### src/rtl/interrupt_sequencer.sv
// 6502-style interrupt entry: push PCH, PCL and P, fetch the vector, then load the new PC.
// Define INT_SEQ_NMI_EN to build in the falling-edge NMI input; without it only IRQ/BRK (vector FFFE) exist.
module interrupt_sequencer (
  input  logic        clk,
  input  logic        reset,
  input  logic        irq_n,
  input  logic        nmi_n,
  input  logic        brk_req,
  input  logic        instr_boundary,
  input  logic        flag_carry,
  input  logic        flag_zero,
  input  logic        flag_negative,
  input  logic        flag_overflow,
  input  logic        flag_interrupt_disable,
  input  logic [15:0] pc_in,
  input  logic [7:0]  sp_in,
  input  logic [7:0]  data_in,
  output logic [15:0] addr_out,
  output logic        write_en,
  output logic        read_en,
  output logic [7:0]  data_out,
  output logic        sp_dec,
  output logic        set_interrupt_disable,
  output logic        pc_load,
  output logic [15:0] pc_out,
  output logic        busy
);

  typedef enum logic [2:0] {
    IDLE,
    PUSH_PCH,
    PUSH_PCL,
    PUSH_P,
    FETCH_LO,
    FETCH_HI,
    LOAD_PC
  } state_t;

  state_t      state;
  logic [15:0] pc_save;
  logic [7:0]  p_save;
  logic [7:0]  lo_byte;
  logic [15:0] vector;
  logic        can_accept;
  logic        take_nmi;
  logic        take_brk;
  logic        take_irq;
  logic        accept;

  assign can_accept = (state == IDLE) && instr_boundary;

`ifdef INT_SEQ_NMI_EN
  logic nmi_prev;
  logic nmi_pending;
  logic nmi_edge;
  logic vec_nmi;

  assign nmi_edge = nmi_prev && !nmi_n;
  assign take_nmi = can_accept && nmi_pending;

  // An edge seen in the accepting cycle survives the clear and is served next time.
  always_ff @(posedge clk) begin
    if (reset) begin
      nmi_prev    <= 1'b1;
      nmi_pending <= 1'b0;
    end else begin
      nmi_prev    <= nmi_n;
      nmi_pending <= nmi_edge || (nmi_pending && !take_nmi);
    end
  end

  always_ff @(posedge clk) begin
    if (accept) vec_nmi <= take_nmi;
  end

  assign vector = vec_nmi ? 16'hFFFA : 16'hFFFE;
`else
  logic unused_nmi;

  assign unused_nmi = nmi_n;
  assign take_nmi   = 1'b0;
  assign vector     = 16'hFFFE;
`endif

  assign take_brk = can_accept && !take_nmi && brk_req;
  assign take_irq = can_accept && !take_nmi && !brk_req && !irq_n && !flag_interrupt_disable;
  assign accept   = take_nmi || take_brk || take_irq;

  always_ff @(posedge clk) begin
    if (reset) begin
      state <= IDLE;
    end else begin
      case (state)
        IDLE:     if (accept) state <= PUSH_PCH;
        PUSH_PCH: state <= PUSH_PCL;
        PUSH_PCL: state <= PUSH_P;
        PUSH_P:   state <= FETCH_LO;
        FETCH_LO: state <= FETCH_HI;
        FETCH_HI: state <= LOAD_PC;
        LOAD_PC:  state <= IDLE;
        default:  state <= IDLE;
      endcase
    end
  end

  // Snapshot taken at acceptance so later flag or PC changes cannot leak into the stack image.
  always_ff @(posedge clk) begin
    if (accept) begin
      pc_save <= pc_in;
      p_save  <= {flag_negative, flag_overflow, 1'b1, take_brk, 1'b0,
                  flag_interrupt_disable, flag_zero, flag_carry};
    end
    if (state == FETCH_HI) lo_byte <= data_in;
  end

  always_comb begin
    addr_out              = 16'h0000;
    write_en              = 1'b0;
    read_en               = 1'b0;
    data_out              = 8'h00;
    sp_dec                = 1'b0;
    set_interrupt_disable = 1'b0;
    pc_load               = 1'b0;
    pc_out                = 16'h0000;
    busy                  = (state != IDLE);
    case (state)
      PUSH_PCH: begin
        addr_out = {8'h01, sp_in};
        write_en = 1'b1;
        sp_dec   = 1'b1;
        data_out = pc_save[15:8];
      end
      PUSH_PCL: begin
        addr_out = {8'h01, sp_in};
        write_en = 1'b1;
        sp_dec   = 1'b1;
        data_out = pc_save[7:0];
      end
      PUSH_P: begin
        addr_out              = {8'h01, sp_in};
        write_en              = 1'b1;
        sp_dec                = 1'b1;
        data_out              = p_save;
        set_interrupt_disable = 1'b1;
      end
      FETCH_LO: begin
        addr_out = vector;
        read_en  = 1'b1;
      end
      FETCH_HI: begin
        addr_out = {vector[15:1], 1'b1};
        read_en  = 1'b1;
      end
      LOAD_PC: begin
        pc_load = 1'b1;
        pc_out  = {data_in, lo_byte};
      end
      default: ;
    endcase
  end

endmodule
### config.mk
export PLATFORM = sky130hd
export DESIGN_NAME = interrupt_sequencer
export DESIGN_NICKNAME = d
export VERILOG_FILES = /design/src/rtl/interrupt_sequencer.sv
export SDC_FILE = /design/constraint.sdc
export NUM_CORES = 1
export LEC_CHECK = 0
export CAP_MARGIN = 20
export CORE_MARGIN = 2
export CORE_UTILIZATION = 34
export CTS_CLUSTER_DIAMETER = 60
export DETAILED_ROUTE_END_ITERATION = 16
export MAX_ROUTING_LAYER = met4
export PLACE_DENSITY = 0.72
export SYNTH_ARGS = -nofsm -noshare
export SYNTH_HDL_FRONTEND = slang
export SYNTH_SLANG_ARGS = --single-unit
### constraint.sdc
create_clock -name clk -period 2.1 [get_ports clk]
set_input_delay 0.42 -clock clk [delete_from_list [all_inputs] [get_ports clk]]
set_output_delay 0.42 -clock clk [all_outputs]
set_load 0.1 [all_outputs]
Signal wires by layer:
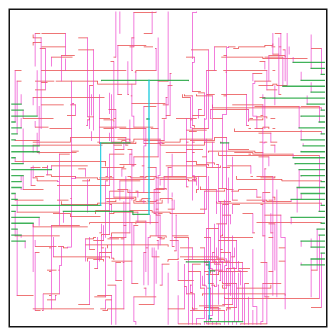
red -> met1  # wire length 1480 um
magenta -> met2  # wire length 2020 um
cyan -> met4  # wire length 57.8 um
green -> met3  # wire length 302 um

Clock network drawn from the DEF:
Bar = 20 um.
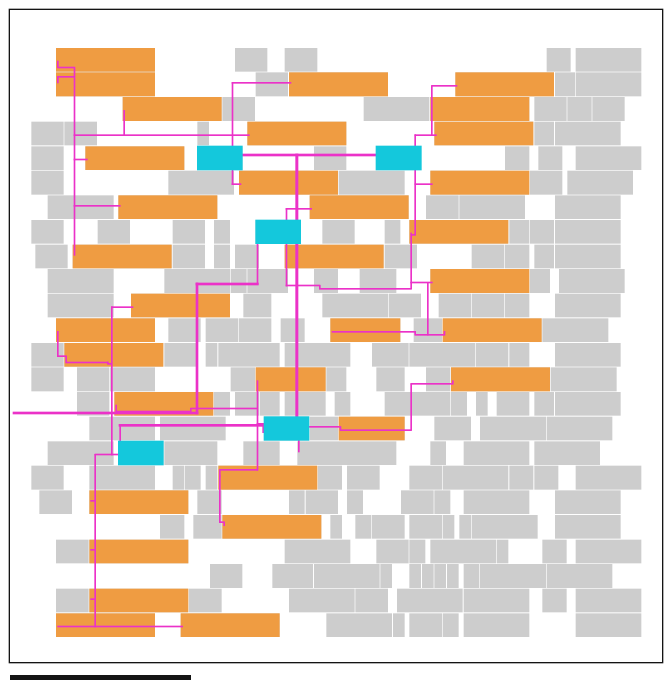
cyan -> cells driving clock nets  # count 5
orange -> flip-flops  # count 33
magenta -> clock wires  # length 406 um
routed clock nets = 6

Cells coloured by class:
Fill, decap, tap and diode cells in grey.
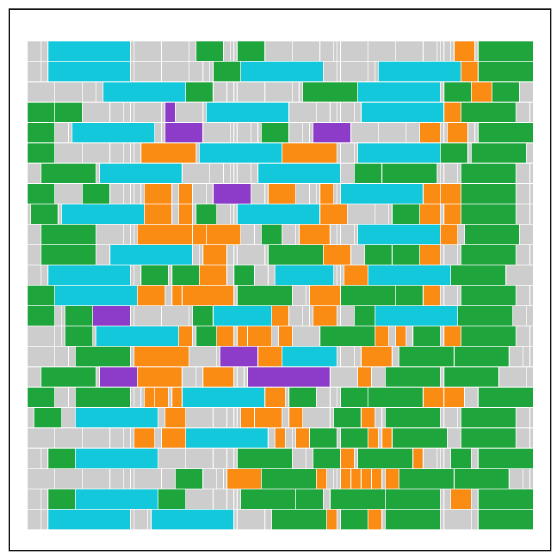
orange -> all other logic  # cells 79, share of their area 19%
green -> other buffers and delay cells  # cells 97, share of their area 46%
purple -> clock drivers and dummy loads  # cells 8, share of their area 3.7%
cyan -> flops  # cells 33, share of their area 31%

==> flow_summary.json <==
{
  "status": "completed",
  "grt_setup_unrepaired": "false",
  "first_global_vias": 1297,
  "core-area_mm2": 0.00441,
  "area_growth_pct": 102,
  "power_density_mw_per_mm2": 749,
  "max_freq_mhz": 501,
  "flop-count": 33,
  "fill_cells": 294,
  "p_seq_share_pct": 32.6,
  "cpPeakStageDelay_ps": 380,
  "largest_reg_flops": 16,
  "p_clk_share_pct": 25.2,
  "warnings": 29,
  "timing.final.ws_setup_ps": 102,
  "r2r-end": "pc_save[15]$_DFFE_PP_",
  "hold_class": "primary input to register",
  "flop_cell": "edfxtp_1",
  "relSlewSlack_pct": 71.4,
  "yosysWarnings": 0,
  "drt-met1-wl_um": 1480,
  "layout_top_cell": "buf_12",
  "track_usage_pct": 16.4,
  "critPathTopFamily": "flip-flops",
  "nWellTaps": 52,
  "chipArea_mm2": 0.00521,
  "required_ps": 1680,
  "ys_cells": 128,
  "path_cells": "buf_12, or3_4, a21boi_2, buf_12",
  "inv_count": 12,
  "regMostFlops": "pc_save",
  "synth-edff-count": 30,
  "fp_nets": 171,
  "comb_share_pct": 17.5,
  "finClkSkew_ps": 2.51,
  "crit_type": "register to output port",
  "hold_ws_ps": 693,
  "met3_length_um": 302,
  "min_from": "pc_in[6]",
  "cp.buffers_inverters": 2,
  "yosysMostFrequentCell": "edfxtp_1",
  "top_layer": "met4",
  "p_int_mw": 1.53,
  "p_switching_mw": 0.862,
  "place_ws_ps": 42.5,
  "clock_buffers": 7,
  "total_power_mw": 2.39,
  "die_h_um": 72.2
}
cells by family (layout without fill, tap and decap cells):
group                  count (synthesis)  after routing  share of synthesized area (%)
buffers and inverters                 28            117                           10.5
flip-flops                            33             33                           60.9
AND-OR/OR-AND                         30             30                           11.6
multiplexers                           6              6                           3.80
AND/OR/NAND/NOR                       31             31                           13.2
what timing repair did:
item | in CTS | in global routing
cloned | 0 | 0
setup endpoints to repair | 32 | 31
gates resized | 3 | 2
pin swaps | 0 | 1
buffers inserted | 1 | 1
hold buffers | 0 | 0
power by group through the flow:
stage               Sequential [mW]  Clock (mW)  Combinational [mW]
floorplan                     0.782           0               0.630
global placement              0.791           0               0.996
detailed placement            0.794           0                1.01
CTS                           0.780       0.623                1.02
global route                  0.784       0.651                1.04
finish                        0.780       0.604                1.01
worst reg2reg max path: stages, from the launching register on:
cell	delay, ps
dfxtp_2	380
buf_12	170
or3_4	380
nor3b_4	250
buf_12	200
worst max path at each step:
| stage | startpoint | to | slack, ps | cells past startpoint |
|---|---|---|---|---|
| 2_1_floorplan | state[2]$_SDFFE_PP0P_ | addr_out[1] | -340 | 2 |
| 3_3_place_gp | state[1]$_SDFFE_PP0P_ | addr_out[15] | 130 | 3 |
| 3_5_place_dp | state[1]$_SDFFE_PP0P_ | addr_out[14] | 40 | 3 |
| 4_1_cts | state[1]$_SDFFE_PP0P_ | data_out[1] | 4 | 4 |
| 5_1_grt | state[2]$_SDFFE_PP0P_ | pc_out[5] | 30 | 3 |
| 6_report | state[1]$_SDFFE_PP0P_ | addr_out[8] | 100 | 4 |
through the flow:
step | area [um2] | cells
2_1_floorplan | 1700 | 128
5_1_grt | 3200 | 269
3_5_place_dp | 3040 | 259
6_report | 3200 | 269
3_3_place_gp | 3040 | 259
4_1_cts | 3190 | 268
Power and IR drop assume default switching activity.
